$ cat src/rtl/fetch_stage.sv
// ----------------------------------------------------------------------------
// fetch_stage
//   Instruction fetch front end. Issues one word-address request at a time to
//   instruction memory, buffers returned words (with their addresses) in a
//   small FIFO, and presents the FIFO head to the datapath with a
//   valid/ready handshake. A redirect from the datapath flushes the buffer,
//   reloads the fetch PC, and discards any response still in flight.
//
// Parameters
//   RESET_PC  first fetch address after reset
//   DEPTH     instruction buffer entries (2..4)
//
// Ports
//   clk, rst_n             clock, asynchronous active-low reset
//   imem_req, imem_addr    fetch request (accepted the cycle it is high)
//   imem_valid, imem_data  memory response strobe and instruction word
//   redirect, redirect_pc  branch/jump: new fetch address, highest priority
//   instr_valid/ready      head-of-buffer handshake with the datapath
//   instr, instr_pc        head instruction word and its address
//   stall_cnt              cycles with no instruction available
//
// Optional feature
//   FETCH_STALL_CNT_EN     when defined, stall_cnt is a saturating count of
//                          cycles with instr_valid=0; otherwise it is tied 0.
// ----------------------------------------------------------------------------
module fetch_stage #(
    parameter logic [7:0] RESET_PC = 8'h00,
    parameter int         DEPTH    = 2
) (
    input  logic        clk,
    input  logic        rst_n,
    output logic        imem_req,
    output logic [7:0]  imem_addr,
    input  logic        imem_valid,
    input  logic [31:0] imem_data,
    input  logic        redirect,
    input  logic [7:0]  redirect_pc,
    output logic        instr_valid,
    input  logic        instr_ready,
    output logic [31:0] instr,
    output logic [7:0]  instr_pc,
    output logic [15:0] stall_cnt
);

    typedef enum logic [1:0] {
        IDLE,   // nothing outstanding
        WAIT,   // request outstanding, response will be buffered
        DROP    // request outstanding, response will be discarded
    } state_t;

    localparam logic [2:0] OCC_MAX  = 3'(DEPTH);
    localparam logic [1:0] PTR_LAST = 2'(DEPTH - 1);

    state_t      state, state_nxt;
    logic [7:0]  fetch_pc;
    logic [7:0]  req_pc;
    logic [1:0]  head, tail;
    logic [2:0]  occ;
    logic [31:0] buf_data [4];
    logic [7:0]  buf_pc   [4];
    logic        issue, write, pop;

    function automatic logic [1:0] ptr_inc(input logic [1:0] p);
        return (p == PTR_LAST) ? 2'd0 : p + 2'd1;
    endfunction

    // Only one request can be outstanding and a new one is issued only while
    // a free slot exists, so the slot is effectively reserved at issue time:
    // pops can only make room, and a returning word can never overflow.
    // rst_n gates the request so it is low for the whole reset interval.
    assign issue = rst_n && (state == IDLE) && (occ < OCC_MAX) && !redirect;
    assign write = (state == WAIT) && imem_valid && !redirect;
    assign pop   = instr_valid && instr_ready && !redirect;

    assign imem_req    = issue;
    assign imem_addr   = fetch_pc;
    assign instr_valid = (occ != 3'd0);
    assign instr       = buf_data[head];
    assign instr_pc    = buf_pc[head];

    // NOTE: every variable assigned in always_comb gets a default first, so
    // no path leaves it unassigned and no latch is inferred.
    always_comb begin
        state_nxt = state;
        case (state)
            IDLE: if (issue) state_nxt = WAIT;
            // A response arriving together with a redirect completes the
            // outstanding request (its data is discarded), so there is
            // nothing left to drop and the machine returns to IDLE.
            WAIT: begin
                if (imem_valid)    state_nxt = IDLE;
                else if (redirect) state_nxt = DROP;
            end
            DROP: if (imem_valid) state_nxt = IDLE;
            default: state_nxt = IDLE;
        endcase
    end

    // NOTE: sequential state uses non-blocking assignments so every register
    // samples pre-edge values regardless of statement order.
    // NOTE: the buffer storage is reset because instr/instr_pc must read 0
    // out of reset; it is at most four small entries.
    always_ff @(posedge clk or negedge rst_n) begin
        if (!rst_n) begin
            state    <= IDLE;
            fetch_pc <= RESET_PC;
            req_pc   <= RESET_PC;
            head     <= '0;
            tail     <= '0;
            occ      <= '0;
            for (int i = 0; i < 4; i++) begin
                buf_data[i] <= '0;
                buf_pc[i]   <= '0;
            end
        end else begin
            state <= state_nxt;
            if (redirect) begin
                fetch_pc <= redirect_pc;
                head     <= '0;
                tail     <= '0;
                occ      <= '0;
            end else begin
                if (issue) begin
                    req_pc   <= fetch_pc;
                    fetch_pc <= fetch_pc + 8'd1;
                end
                if (write) begin
                    buf_data[tail] <= imem_data;
                    buf_pc[tail]   <= req_pc;
                    tail           <= ptr_inc(tail);
                end
                if (pop) begin
                    head <= ptr_inc(head);
                end
                if (write && !pop) begin
                    occ <= occ + 3'd1;
                end else if (!write && pop) begin
                    occ <= occ - 3'd1;
                end
            end
        end
    end

`ifdef FETCH_STALL_CNT_EN
    logic [15:0] stall_q;

    always_ff @(posedge clk or negedge rst_n) begin
        if (!rst_n) begin
            stall_q <= '0;
        end else if (!instr_valid && (stall_q != 16'hFFFF)) begin
            stall_q <= stall_q + 16'd1;
        end
    end

    assign stall_cnt = stall_q;
`else
    assign stall_cnt = '0;
`endif

endmodule

$ cat config.mk
export PLATFORM = sky130hd
export DESIGN_NAME = fetch_stage
export DESIGN_NICKNAME = d
export VERILOG_FILES = /design/src/rtl/fetch_stage.sv
export SDC_FILE = /design/constraint.sdc
export NUM_CORES = 1
export LEC_CHECK = 0
export ABC_AREA = 1
export CAP_MARGIN = 20
export CORE_UTILIZATION = 55
export DETAILED_ROUTE_END_ITERATION = 8
export PLACE_DENSITY_LB_ADDON = 0.2
export SETUP_SLACK_MARGIN = 0.5
export SYNTH_ARGS = -nofsm -noshare
export SYNTH_HDL_FRONTEND = slang
export SYNTH_SLANG_ARGS = --single-unit
$ cat constraint.sdc
create_clock -name clk -period 3 [get_ports clk]
set_input_delay 0.3 -clock clk [delete_from_list [all_inputs] [get_ports clk]]
set_output_delay 0.3 -clock clk [all_outputs]
set_load 0.1 [all_outputs]
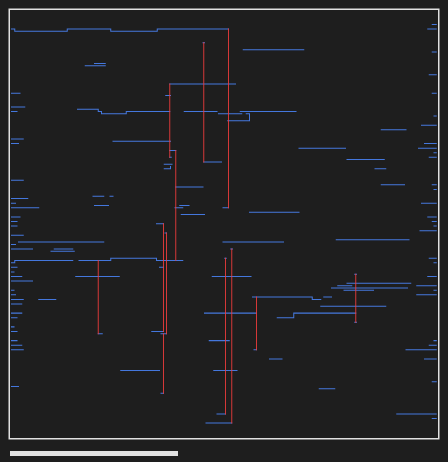
(images/wires.png)
Bar = 50 um. Only two layers are drawn.
Key: metal 4 = red [wire length 372 um]; metal 3 = blue [wire length 824 um]

==> metrics.log <==
[report] extracting results
[metrics] status: finished clean
[metrics] power attributed to combinational cells: about 0.0075 W
[metrics] share of async-settable or async-resettable flops after synthesis: 100%
[metrics] met2 routed WL: around 9 mm
[metrics] Final Instance Area: around 0.011 sq mm
[metrics] type of the worst setup path: register to output pin
[metrics] final core utilization: roughly 71%
[metrics] RR Endpoint: buf_data[121]
[metrics] clock buffer count in the final layout: 21
[metrics] met1 wire length: ~9 mm
[metrics] ranking of synthesized cells by area: dfrtp_1, nand2_1, o21ai_1
[metrics] number of vias in the routed layout: just under 7000
[metrics] grt peak-use layer: met2
[metrics] routed wirelength normalized by instance count: 15.4 um
[metrics] wire length of the first global-routing pass: around 32 mm
[metrics] registers with the highest flip-flop counts: buf_data: 128 flops, buf_pc: 32 flops
[metrics] worst setup slack before clock tree synthesis: 0.630 ns
[metrics] setup ws final: ~0.64 ns
[metrics] Critical Path, Cell by Cell: buf_4 > o21ai_0 > o22ai_2 > buf_12
[metrics] buffers inserted during post-CTS setup optimization: 0
[metrics] Biggest Area Class: sequential cells
[metrics] yosys simple share: between 15 and 20%
[metrics] GR Util met2: around two fifths
[metrics] maximum clock insertion buffer count: 2
[metrics] capture point of the worst path: instr_pc[2]
[metrics] count of cell types in the netlist: 30
[metrics] FF+latch count, synth: 185
[metrics] nature of the critical path endpoint: output pin
[metrics] GRT Util Overall: between 20% and 30%
[metrics] slowest cell on the critical path: dfrtp_2
[metrics] synthesis-to-layout area growth: 24.8%
[metrics] Relative slew margins: a little over two fifths
[metrics] ClkCell Share: 6.10%
[metrics] Post-synth top cells: nand2_1, dfrtp_1, o21ai_1, nor2_1, o21ai_0
[metrics] Chip Area, Yosys: 0.00860 sq mm
[metrics] clock-pin transition on the worst setup and hold timing paths: ~0.070 ns
[metrics] power consumed by the clock network: 0.00246 W
[metrics] cell taking the most area after synthesis: dfrtp_1
[metrics] share of synthesized area spent on multiplexers: 0%
[metrics] non-clock inverter total of the final layout: around 59
[metrics] largest voltage drop on the vdd net: 0.973 mV
[metrics] via-per-instance ratio: between 5 and 6
[metrics] register share of total power: between 20 and 30%
[metrics] num rows: ~45
[metrics] xor/xnor cell area share of the yosys netlist: 0.204%
[metrics] Levels on crit path: 4
[metrics] Final Routed Wirelength: 18.9 mm
[metrics] initial core utilization: a little under three fifths
[metrics] flop share of the area: between 40% and 50%
[metrics] timing startpoint of the critical path: head[1]
[metrics] port bufs: between 90 and 100
[metrics] # nets final: 1073
[metrics] Largest stage delay, worst path: roughly 0.63 ns
[metrics] post_cts resized: 2
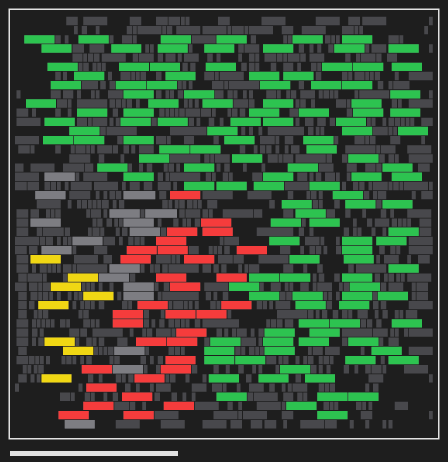
(images/flops_by_reg.png)
Bar = 50 um. Other sequential cells in the stronger gray, the rest of the logic in the fainter gray.
Key: buf_pc = red [sequential cells 32]; imem_addr = yellow [sequential cells 8]; buf_data = green [sequential cells 128, where all over the die]

No activity file was given, so power comes from the tool's default toggle rates.
